Design mips_load_store_unit, sky130hd; sources not shown.
run_1/clock_nets.png
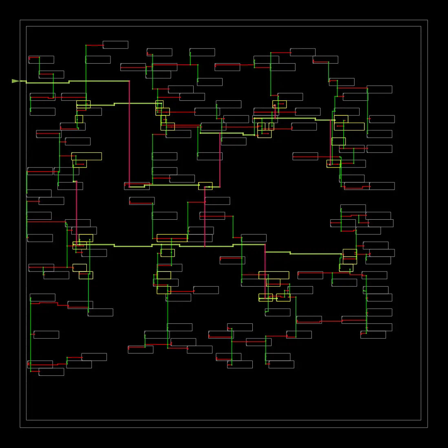
Late-Pin Clk Latency: 0.45 ns
Layout Skew: 0.0106 ns
CLK BUF: 25
clk sink count: 119

run_1/closeup.png
Scale bar: 20 µm. Window x 50 to 100, y 79 to 129 µm. Cells in grey, sequential cells in the stronger grey; small squares are vias.
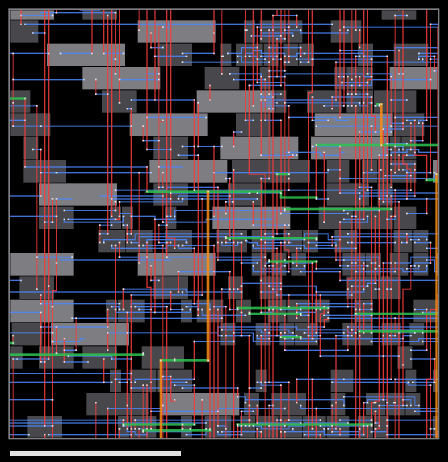
colour	layer
blue	M1
orange	M4
red	M2
green	M3
cells with their middle in the window	137
sequential cells in the window	17
most frequent	o21ai_0 (24), dfrtp_1 (17), mux2_2 (15)

run_1/pinout.png
Scale bar: 50 µm. Pins as bars across the die edge, other pins in grey.
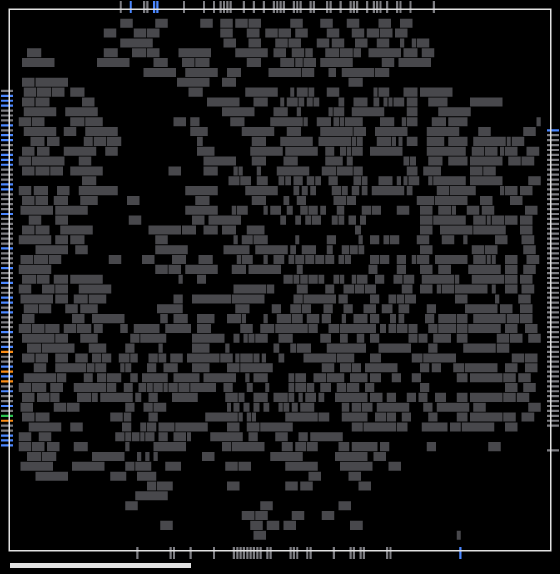
colour	port	pins	direction	edge
blue	`mem_address`	32	output	27 left, 3 top, 1 bottom, 1 right
green	`req_valid`	1	input	left
orange	`req_op`	4	input	left
all pins by edge	73 left, 62 right, 40 top, 29 bottom
I/O Buffers: 201
die height: 149 µm

==> CHANGELOG.md, run 1 <==
## Flow update

- Register-to-register setup slack: -0.10 ns
- GP Congestion: 0.877
- Met3 Use GR: 0.0713
- Remaining global-route overflow: 0
- Pwr per Cell Area: between 1500 and 2000 nW/µm²
- Largest net degree at the start of global routing: 45
- Max-area cell class: multi-input combinational cells
- Core ar.: 20,800 µm²
- Yosys Instances: 571
- Overall power: 15,500 µW
- Top FF cell, synth: dfrtp_1
- Compound Share, Synth: 0.197
- Via/cell ratio: 5.09
- Area grow syn2layout: 53.2%
- Crit-path max cell delay: between 0.5 and 0.6 ns
- Maximum clock rate: roughly 470 MHz
- Critical Path AT: 1.72 ns
- Final TNS setup: -2.09 ns
- Switching Share: 0.354
- Post-Syn Area: around 6300 µm²
- Crit start category: register
- Met3 routed WL: 2000 µm
- Cells after DPL: about 1,100
- Area post-placement: 9040 µm²
- CP delay by family, top: buffers and inverters
- Register share of total power: 0.285
- Final Hold Fails: 0
- Mapped Cells: 571
- Fin util: 0.465
- Synth Area per Inst: 11.1 µm²
- RSZ-0062 raised after global routing: true
- Ys async rst share: 1.00
- Levels on crit path: 3
- Main logic family: AND-OR/OR-AND gates
- Status: finished with violations
- Hold slack final: 0.328 ns
- CTS root buffer: clkbuf_8
- Fill cell count: between 1,500 and 2,000
- P_seq: 4400 µW
- Kind of critical path: reg2out
- Chip Area, Yosys: ~6300 µm²
- Pre-Place Util: 0.304
- Initial DRT Pass Iterations: 6
- Comb group: 8480 µW
- Busiest grt layer: met2
- CP max stage cell: clkdlybuf4s50_1
- Final Max Tran Viols: 0
- Total CTS buffers: 17
- Worst-path clk slew: approximately 0.080 ns
- Final nets: 922
- Routed wl met2: approximately 9400 µm
- Number of global-route vias before repair: 5,419
- Max layer used: met4
- Hpwl dp: about 16,000 µm
- Largest Pwr Group: combinational logic
- Adder share: 0.00792
- Final WS setup: -0.120 ns
- N_taps: between 200 and 300
- Maximum vdd drop: 0.000696 V
- Clock group: between 2000 and 3000 µW
- Cell Rows: approximately 53
- Ant diodes: 2
- Non-clk bufs: 273
- Violated checks: negative setup slack
- Number of flip-flops and latches: 119
- # setup viols final: 34
- Seq/Total Area, Yosys: 0.471
- Combinational share of cell area: 0.312
- NetSw: 5460 µW
--- run 2 (diff from run 1) ---
Settings changed: CORE_UTILIZATION 30 to 43, PLACE_DENSITY from default to 0.87, SLEW_MARGIN 20 to default.
run_2/clock_nets.png
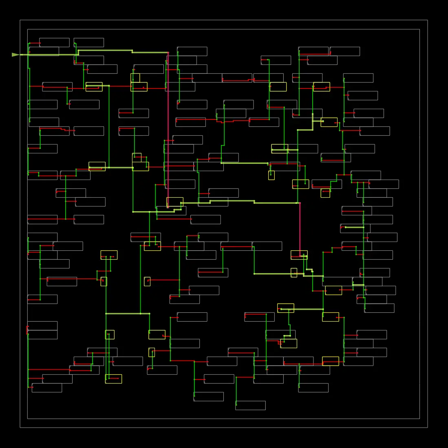
Layout Skew: 0.00978 ns
number of flip-flops and latches: 119
total CTS buffers: 17
CLK BUF: 24
Clock group: 1890 µW

==> run 2 against run 1 <==
Compared with the run above: the flow still finishes with violations (negative setup slack); largest cell class unchanged; first-iteration DRC count rose by 75%; critical endpoint is now resp_valid; clock skew shrank 0.00081 ns; synthesized area unchanged.
==> CHANGELOG.md, run 2 <==
## Flow update

- Overall power: 15,300 µW (was 15,500 µW)
- Maximum vdd drop: 0.000761 V (was 0.000696 V)
- Largest net degree at the start of global routing: 52 (was 45)
- Pwr per Cell Area: 1600 nW/µm² (about the same)
- P_seq: 4460 µW (was 4400 µW)
- Compound Share, Synth: 0.197 (unchanged)
- Clk sink count: 119 (unchanged)
- Core ar.: 14,400 µm² (was 20,800 µm²)
- Top cell excl fill/tap: clkdlybuf4s50_1 (unchanged)
- Worst slew margin: 0.603 (was 0.582)
- Kind of critical path: reg2out (unchanged)
- Chip Area, Yosys: 6320 µm² (unchanged)
- Warnings from Yosys: 0 (unchanged)
- # setup viols final: 1 (was 34)
- Final TNS setup: -0.0309 ns (was -2.09 ns)
- Share of cells above drive strength 1: 0.266 (was 0.244)
- Area grow syn2layout: 51.3% (was 53.2%)
- Met3 Use GR: 0.0770 (was 0.0713)
- CP max stage cell: clkdlybuf4s50_1 (unchanged)
- Max layer used: met4 (unchanged)
- N_taps: 184 (was 275)
- Final Non-Filler Cells: 1,011 (was 1,105)
- Cells after DPL: 967 (was 1,061)
- CTS root buffer: clkbuf_8 (unchanged)
- Antenna viol nets, final: 0 (unchanged)
- Crit-path max cell delay: 0.52 ns (about the same)
- Initial DRT Pass Iterations: 8 (was 6)
- Final WS setup: -0.0309 ns (was -0.120 ns)
- Mapped Cells: 571 (unchanged)
- Seq/Total Area, Yosys: 0.471 (unchanged)
- Reg area: 2980 µm² (about the same)
- Fill cell count: 1,099 (was 1,999)
- CP delay by family, top: buffers and inverters (unchanged)
- Maximum clock rate: 492 MHz (was 472 MHz)
- Register share of total power: 0.291 (was 0.285)
- Ys async rst share: 1.00 (unchanged)
- Die height: 125 µm (was 149 µm)
- RSZ-0062 raised after global routing: true (unchanged)
- Yosys Instances: 571 (unchanged)
- Late-Pin Clk Latency: 0.43 ns (was 0.45 ns)
- Cell Rows: 44 (was 53)
- Non-clk bufs: 275 (was 273)
- Busiest grt layer: met2 (unchanged)
- Area post-placement: 8870 µm² (was 9040 µm²)
- Post-Syn Area: 6320 µm² (unchanged)
- Remaining global-route overflow: 0 (unchanged)
- Synth Area per Inst: 11.1 µm² (unchanged)
- Crit start category: register (unchanged)
- GP Congestion: 0.941 (was 0.877)
- Final Max Tran Viols: 0 (unchanged)
- Worst-path clk slew: 0.07 ns (was 0.08 ns)
- Crit-path max FO: 6 (unchanged)
- Most common cell in the netlist: dfrtp_1 (unchanged)
- Ant diodes: 0 (was 2)
- Fin util: 0.663 (was 0.465)
- Number of global-route vias before repair: 5,830 (was 5,419)
- Via/cell ratio: 5.89 (was 5.09)
- Ports: 204 (unchanged)
- Synth cell types: 54 (unchanged)
- Routed wl met2: 9820 µm (was 9380 µm)
- Final Hold Fails: 0 (unchanged)
- Adder share: 0.00792 (unchanged)
- NetSw: 5650 µW (was 5460 µW)
- Dominant cell type by area after synthesis: dfrtp_1 (unchanged)
- Max-area cell class: multi-input combinational cells (unchanged)
- I/O Buffers: 201 (unchanged)
- Critical Path AT: 1.63 ns (was 1.72 ns)
- Comb group: 8940 µW (was 8480 µW)
- Mux share: 0.179 (unchanged)
- Hold slack final: 0.455 ns (was 0.328 ns)
- Top FF cell, synth: dfrtp_1 (unchanged)
- Switching Share: 0.370 (was 0.354)
- R2R depth: 8 (was 9)
- Met3 routed WL: 2270 µm (was 2000 µm)
- Register-to-register setup slack: 0.01 ns (was -0.10 ns)
- Final nets: 924 (was 922)
- Hpwl dp: 14,900 µm (was 15,900 µm)
- Levels on crit path: 2 (was 3)
- Combinational share of cell area: 0.326 (was 0.312)
- Violated checks: negative setup slack (unchanged)
- Status: finished with violations (unchanged)
- OpenROAD warnings: 30 (unchanged)
- Main logic family: AND-OR/OR-AND gates (unchanged)
- Largest Pwr Group: combinational logic (unchanged)
- Pre-Place Util: 0.438 (was 0.304)
- Routed metal-1 wire length: 8060 µm (was 9410 µm)
run_2/m1.png
Scale bar: 50 µm.
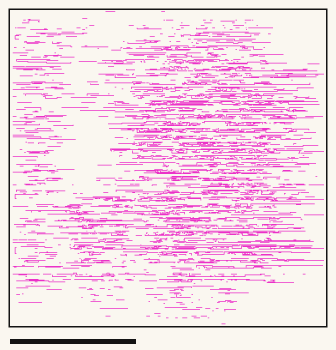
share of all routed wire	39%
main direction	horizontal
longest straight run	32.2 µm
nets with wire on the layer	803
wire length on this layer	8,060 µm
final WL: 20,800 µm
M1 GR Usage: 0.325
routed via count: 5,952

Power and IR drop assume default switching activity.
